[src/rtl/mem_pkg.sv]
// rtl/mem_pkg.sv - shared types for the memory path router
package mem_pkg;

  typedef enum logic [1:0] {
    IDLE  = 2'd0,
    ISSUE = 2'd1,
    WAIT  = 2'd2,
    RESP  = 2'd3
  } route_state_e;

  typedef struct packed {
    logic        wr;
    logic [1:0]  size;
    logic [31:0] addr;
    logic [31:0] wdata;
    logic [3:0]  wstrb;
  } mem_req_t;

  localparam logic [1:0] SIZE_BYTE = 2'd0;
  localparam logic [1:0] SIZE_HALF = 2'd1;
  localparam logic [1:0] SIZE_WORD = 2'd2;

endpackage

[src/rtl/mem_path_router.sv]
// rtl/mem_path_router.sv - steers one translated request at a time to the cache or uncached port
module mem_path_router
  import mem_pkg::*;
#(
  parameter int CNT_W = 32
) (
  input  logic             clk,
  input  logic             resetn,
  input  logic             cpu_req,
  input  logic             cpu_wr,
  input  logic [1:0]       cpu_size,
  input  logic [31:0]      cpu_paddr,
  input  logic             cpu_cached,
  input  logic [31:0]      cpu_wdata,
  input  logic [3:0]       cpu_wstrb,
  output logic             cpu_addr_ok,
  output logic             cpu_data_ok,
  output logic [31:0]      cpu_rdata,
  output logic             c_req,
  output logic             c_wr,
  output logic [1:0]       c_size,
  output logic [31:0]      c_addr,
  output logic [31:0]      c_wdata,
  output logic [3:0]       c_wstrb,
  input  logic             c_addr_ok,
  input  logic             c_data_ok,
  input  logic [31:0]      c_rdata,
  output logic             u_req,
  output logic             u_wr,
  output logic [1:0]       u_size,
  output logic [31:0]      u_addr,
  output logic [31:0]      u_wdata,
  output logic [3:0]       u_wstrb,
  input  logic             u_addr_ok,
  input  logic             u_data_ok,
  input  logic [31:0]      u_rdata,
  output logic [CNT_W-1:0] cached_cnt,
  output logic [CNT_W-1:0] uncached_cnt,
  output logic             proto_err
);

  route_state_e state_q, state_d;
  mem_req_t     req_q;
  logic         cached_q;
  logic         capture;
  logic         busy;
  logic         c_sel, u_sel;
  logic         sel_addr_ok, sel_data_ok;
  logic [31:0]  sel_rdata;

  assign sel_addr_ok = cached_q ? c_addr_ok : u_addr_ok;
  assign sel_data_ok = cached_q ? c_data_ok : u_data_ok;
  assign sel_rdata   = cached_q ? c_rdata   : u_rdata;
  assign busy        = (state_q == ISSUE) || (state_q == WAIT);

  always_comb begin
    state_d     = state_q;
    cpu_addr_ok = 1'b0;
    capture     = 1'b0;
    case (state_q)
      IDLE: begin
        cpu_addr_ok = cpu_req;
        if (cpu_req) state_d = ISSUE;
      end
      ISSUE: begin
        if (sel_addr_ok) begin
          if (sel_data_ok) begin
            capture = 1'b1;
            state_d = RESP;
          end else begin
            state_d = WAIT;
          end
        end
      end
      WAIT: begin
        if (sel_data_ok) begin
          capture = 1'b1;
          state_d = RESP;
        end
      end
      RESP:    state_d = IDLE;
      default: state_d = IDLE;
    endcase
  end

  // Only the selected port sees the request; the idle port is driven to all-zero.
  assign c_sel   = (state_q == ISSUE) && cached_q;
  assign u_sel   = (state_q == ISSUE) && !cached_q;
  assign c_req   = c_sel;
  assign c_wr    = c_sel & req_q.wr;
  assign c_size  = c_sel ? req_q.size  : 2'b0;
  assign c_addr  = c_sel ? req_q.addr  : 32'b0;
  assign c_wdata = c_sel ? req_q.wdata : 32'b0;
  assign c_wstrb = c_sel ? req_q.wstrb : 4'b0;
  assign u_req   = u_sel;
  assign u_wr    = u_sel & req_q.wr;
  assign u_size  = u_sel ? req_q.size  : 2'b0;
  assign u_addr  = u_sel ? req_q.addr  : 32'b0;
  assign u_wdata = u_sel ? req_q.wdata : 32'b0;
  assign u_wstrb = u_sel ? req_q.wstrb : 4'b0;

  assign cpu_data_ok = (state_q == RESP);

  always_ff @(posedge clk or negedge resetn) begin
    if (!resetn) begin
      state_q      <= IDLE;
      req_q        <= '0;
      cached_q     <= 1'b0;
      cpu_rdata    <= 32'b0;
      cached_cnt   <= '0;
      uncached_cnt <= '0;
      proto_err    <= 1'b0;
    end else begin
      state_q <= state_d;
      if (state_q == IDLE && cpu_req) begin
        req_q.wr    <= cpu_wr;
        req_q.size  <= cpu_size;
        req_q.addr  <= cpu_paddr;
        req_q.wdata <= cpu_wdata;
        req_q.wstrb <= cpu_wstrb;
        cached_q    <= cpu_cached;
      end
      if (capture) cpu_rdata <= req_q.wr ? 32'b0 : sel_rdata;
      if (state_q == RESP) begin
        if (cached_q) cached_cnt   <= cached_cnt + CNT_W'(1);
        else          uncached_cnt <= uncached_cnt + CNT_W'(1);
      end
      // A response outside a transaction, or from the port we did not drive, is a protocol fault.
      if ((c_data_ok && (!busy || !cached_q)) || (u_data_ok && (!busy || cached_q)))
        proto_err <= 1'b1;
    end
  end

endmodule

[config.mk]
export PLATFORM = sky130hd
export DESIGN_NAME = mem_path_router
export DESIGN_NICKNAME = d
export VERILOG_FILES = /design/src/rtl/mem_pkg.sv /design/src/rtl/mem_path_router.sv
export SDC_FILE = /design/constraint.sdc
export NUM_CORES = 1
export LEC_CHECK = 0
export CORE_AREA = 3 3 189 191
export CTS_CLUSTER_SIZE = 28
export DETAILED_ROUTE_END_ITERATION = 16
export DIE_AREA = 0 0 192 194
export SLEW_MARGIN = 10
export SYNTH_ARGS = -nofsm -noshare
export SYNTH_HDL_FRONTEND = slang
export SYNTH_SLANG_ARGS = --single-unit
[constraint.sdc]
create_clock -name clk -period 4.5 [get_ports clk]
set_clock_uncertainty 0.1 [all_clocks]
set_input_delay 0.45 -clock clk [delete_from_list [all_inputs] [get_ports clk]]
set_output_delay 0.45 -clock clk [all_outputs]
set_load 0.01 [all_outputs]
Fig. 1: where the registers sit
Other sequential cells in the stronger grey, the rest of the logic in the fainter grey.
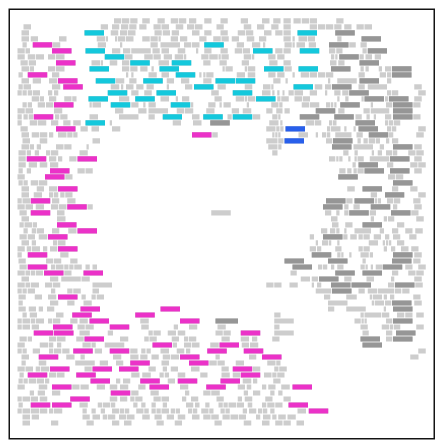
Key: blue = state_q [placed flops 2]; magenta = req_q [placed flops 71]; cyan = cpu_rdata [placed flops 32]
Another 66 sequential cells are not coloured.
Flop+latch power: 2.54 mW
Seq area share: 31.9%
Final Util: 39.1%
Sequential cell area: 0.00428 mm^2

Fig. 2: cell placement
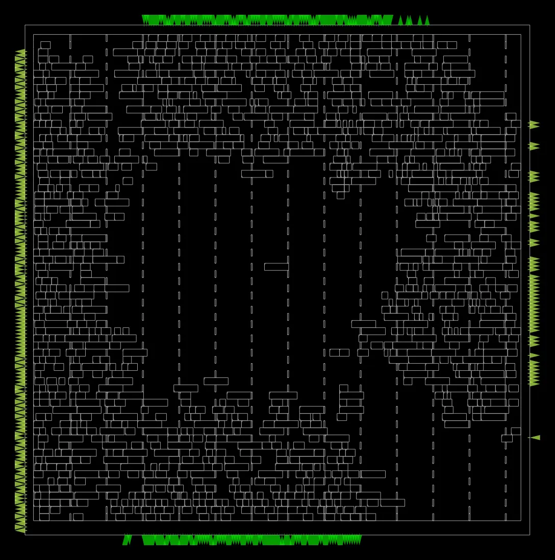
Cell Count, Final, Fillers Out: 1,576
Flop Count: 171
Rows: 68
core footprint: 0.0343 mm^2
Tap Count: 455

Fig. 3: wiring heat map
Scale bar: 50 um. 38 x 39 tiles, from dark purple (low) to yellow (high), scaled to the fullest tile. Values are wire area over tile area, all layers added.
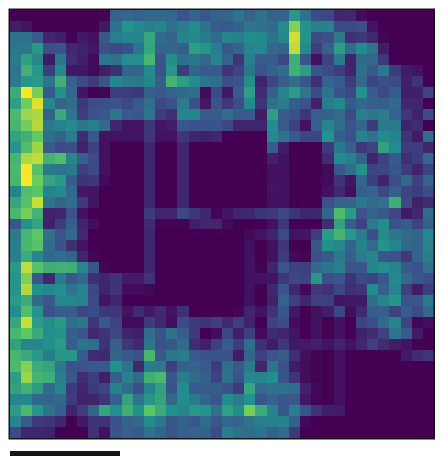
The densest ninth of the die: lower left. The fullest tile reaches 0.52. 23% of the tiles are nearly empty. The emptiest ninth of the die: centre. 10% of the tiles are over half the peak.
aggregate global-route resource usage: 15.1%
Avg WL per Cell: 17.7 um
final WL: 27.9 mm
routed vias: 6,969

==> results.cfg <==
; generated from flow reports
[status]
status = finished clean

[final_timing]
worst_pin_slew_ns = 1.06
final.setup.tns_ns = 0
fin_ws_ns = 1.21
setup_viol = 0
period_used_pct = 73.2
slew_viol_final = 0
period_minus_slack_ns = 3.29
max_slew_margin_pct = 28.8
grt_setup_unrepaired = false
fin_hold_ws_ns = 0.369
max_freq_mhz = 304
finalHoldViolCount = 0

[worst_setup_path]
crit_path_start_kind = register
arrival_ns = 2.74
worstSetupEndpointType = primary output
cp_cell_sequence = nor2_4 > buf_4 > and2_1 > clkdlybuf4s50_1
critical_path_class = reg2out
slowest_stage = dfrtp_4
path_buffers = 2
cp_max_fo = 85
crit_required_ns = 3.95
slowest_delay_ns = 0.77
cp_top_family = buffers and inverters

[yosys]
netlist_instances = 744
edf_count = 0
area_leaders = dfrtp_1, mux2_2, and3_1, and2_1, xnor2_1
syn_avg_cell_area_um2 = 11.5
synthTopLogicFamily = simple AND/OR/NAND/NOR gates
top_area_share_pct = 50.1
yosysWarnings = 0
synth_nets = 894
ys_sh_mux_pct = 18.0
synth_flops = 171
ys_top_cells_by_count = dfrtp_1, mux2_2, and3_1
synthAoiAreaFrac_pct = 0.528
ys_seq_share_pct = 50.1
yosysUniqueCellTypes = 40
netlist_area_mm2 = 0.00854
synth-xor-area-share_pct = 6.36
synth.most_common_cell = dfrtp_1
async_flop_share_pct = 100
ys_cells = 744
synthSimpleGateAreaFrac_pct = 21.1
ys_area_mm2 = 0.00854
synth-adder-area-share_pct = 1.03
largest_area_cell = dfrtp_1
synth_top_flop_cell = dfrtp_1

[power_and_ir_drop]
p_comb_mw = 3.29
comb_power_share_pct = 45.5
cellPowerDensity_mw_per_mm2 = 539
p_switching_mw = 2.55
irDropWorstVdd_uv = 274
finalPower_mw = 7.23
internal_power_mw = 4.69
power.leakage_nw = 5.79
switching_share_pct = 35.2
power.group.top = combinational logic
p_clk_share_pct = 19.4
p_seq_share_pct = 35.1
clock_net_power_mw = 1.40

[grt]
grt_pass1_wl_mm = 43.8
overflow = 0
grt_pass1_vias = 7289
grt_max_degree = 90
use_met1_pct = 18.1
use_met2_pct = 25.1
grt_busiest_layer = met2
use_met3_pct = 5.28
antenna_found_initial = 0

[floorplan]
dieHeight_um = 194
dieWidth_um = 192
io_pins = 386
initCoreUtil_pct = 24.9
dieArea_mm2 = 0.0372

[placed_design]
place_inst = 1544
placed_area_mm2 = 0.0129
gp_congestion = 0.815
dp_slack_ns = 1.45
dp_hpwl_mm = 20.6
numPortBuffers = 385

[cts]
insertion_delay_ns = 0.44
h-tree-depth = 4
cts_tree = built
clockBufferDepth = 2
cts.sinks = 171
ctsResizeCount = 0
postCtsSetupRepairBufs = 0
cts_buffers = 17
clkTransAtPathRegs_ns = 0.06
cts-root-buf = clkbuf_16

[routing]
met1Wirelength_mm = 11.3
route.met3.wl_mm = 2.06
dr.max_layer_used = met4
drt_iter0_markers = 267
drtAntennaViolNets = 0
routed-wl-met2_mm = 13.9
dr.pass1.iters = 4
avgViaCountPerCell = 4.42
drc_errors = 0

[job]
warnings = 30
drv_cap = 0

[cells_and_area]
antenna_cells = 0
drive_gt1_share_pct = 13.8
final_area_mm2 = 0.0134
fillers = 3352
syn_to_final_growth_pct = 57.2
nNetsFinal = 1259

[min_path]
hp-class = reg2reg
## path summary, 6_finish.rpt
check / from / end / slack (ns) / cells past startpoint
worst max-delay path: cached_q / u_wdata[15] / 1.21 / 4
worst min-delay path: proto_err / proto_err / 0.37 / 1
worst max register to register: cached_q / cpu_rdata[0] / 1.53 / 5
worst min register to register: proto_err / proto_err / 0.37 / 1
max in group asynchronous: resetn / cpu_rdata[21] / 2.79 / 3
min in group asynchronous: resetn / uncached_cnt[26] / 0.52 / 2
## placed cells by master (no fill, tap or decap), types with 3 or more instances in the layout
cell type / netlist / final
clkbuf_16: 0 / 17
nor3_2: 3 / 3
nor4_4: 3 / 3
xnor2_1: 42 / 42
nand3_1: 25 / 25
clkbuf_8: 0 / 4
and4_1: 5 / 5
mux2_1: 9 / 9
nor3_1: 8 / 8
and2_1: 75 / 74
mux2i_1: 34 / 34
nor4_2: 3 / 4
mux2_2: 97 / 97
inv_1: 11 / 11
and3_1: 79 / 79
nand4_1: 19 / 19
dfrtp_1: 171 / 170
clkinvlp_4: 0 / 3
nand2_1: 19 / 19
clkbuf_1: 36 / 3
xor2_1: 20 / 20
ha_1: 7 / 6
buf_4: 0 / 8
nor2_1: 43 / 42
clkdlybuf4s50_1: 0 / 384
## cell type report
cell class,instances,area (um^2),share of cell area [%]
Tap cell,455,569,4.24
Inverter,11,41.3,0.308
Clock inverter,7,57.6,0.429
Clock buffer,24,492,3.66
Sequential cell,171,4280,31.9
Timing Repair Buffer,395,3950,29.4
Multi-Input combinational cell,513,4030,30.0
## registers in the layout, indices dropped and copies added, names as in the netlist
register      cells
uncached_cnt     32
cached_cnt       32
req_q            71
state_q           2
cached_q          1
cpu_rdata        32
proto_err         1
## timing repair
item                                   4_1_cts  5_1_grt
hold buffers                                 1        0
endpoints found under the hold margin       13        0
setup endpoints to repair                    0        0
Power is estimated from default activity; no workload was simulated.
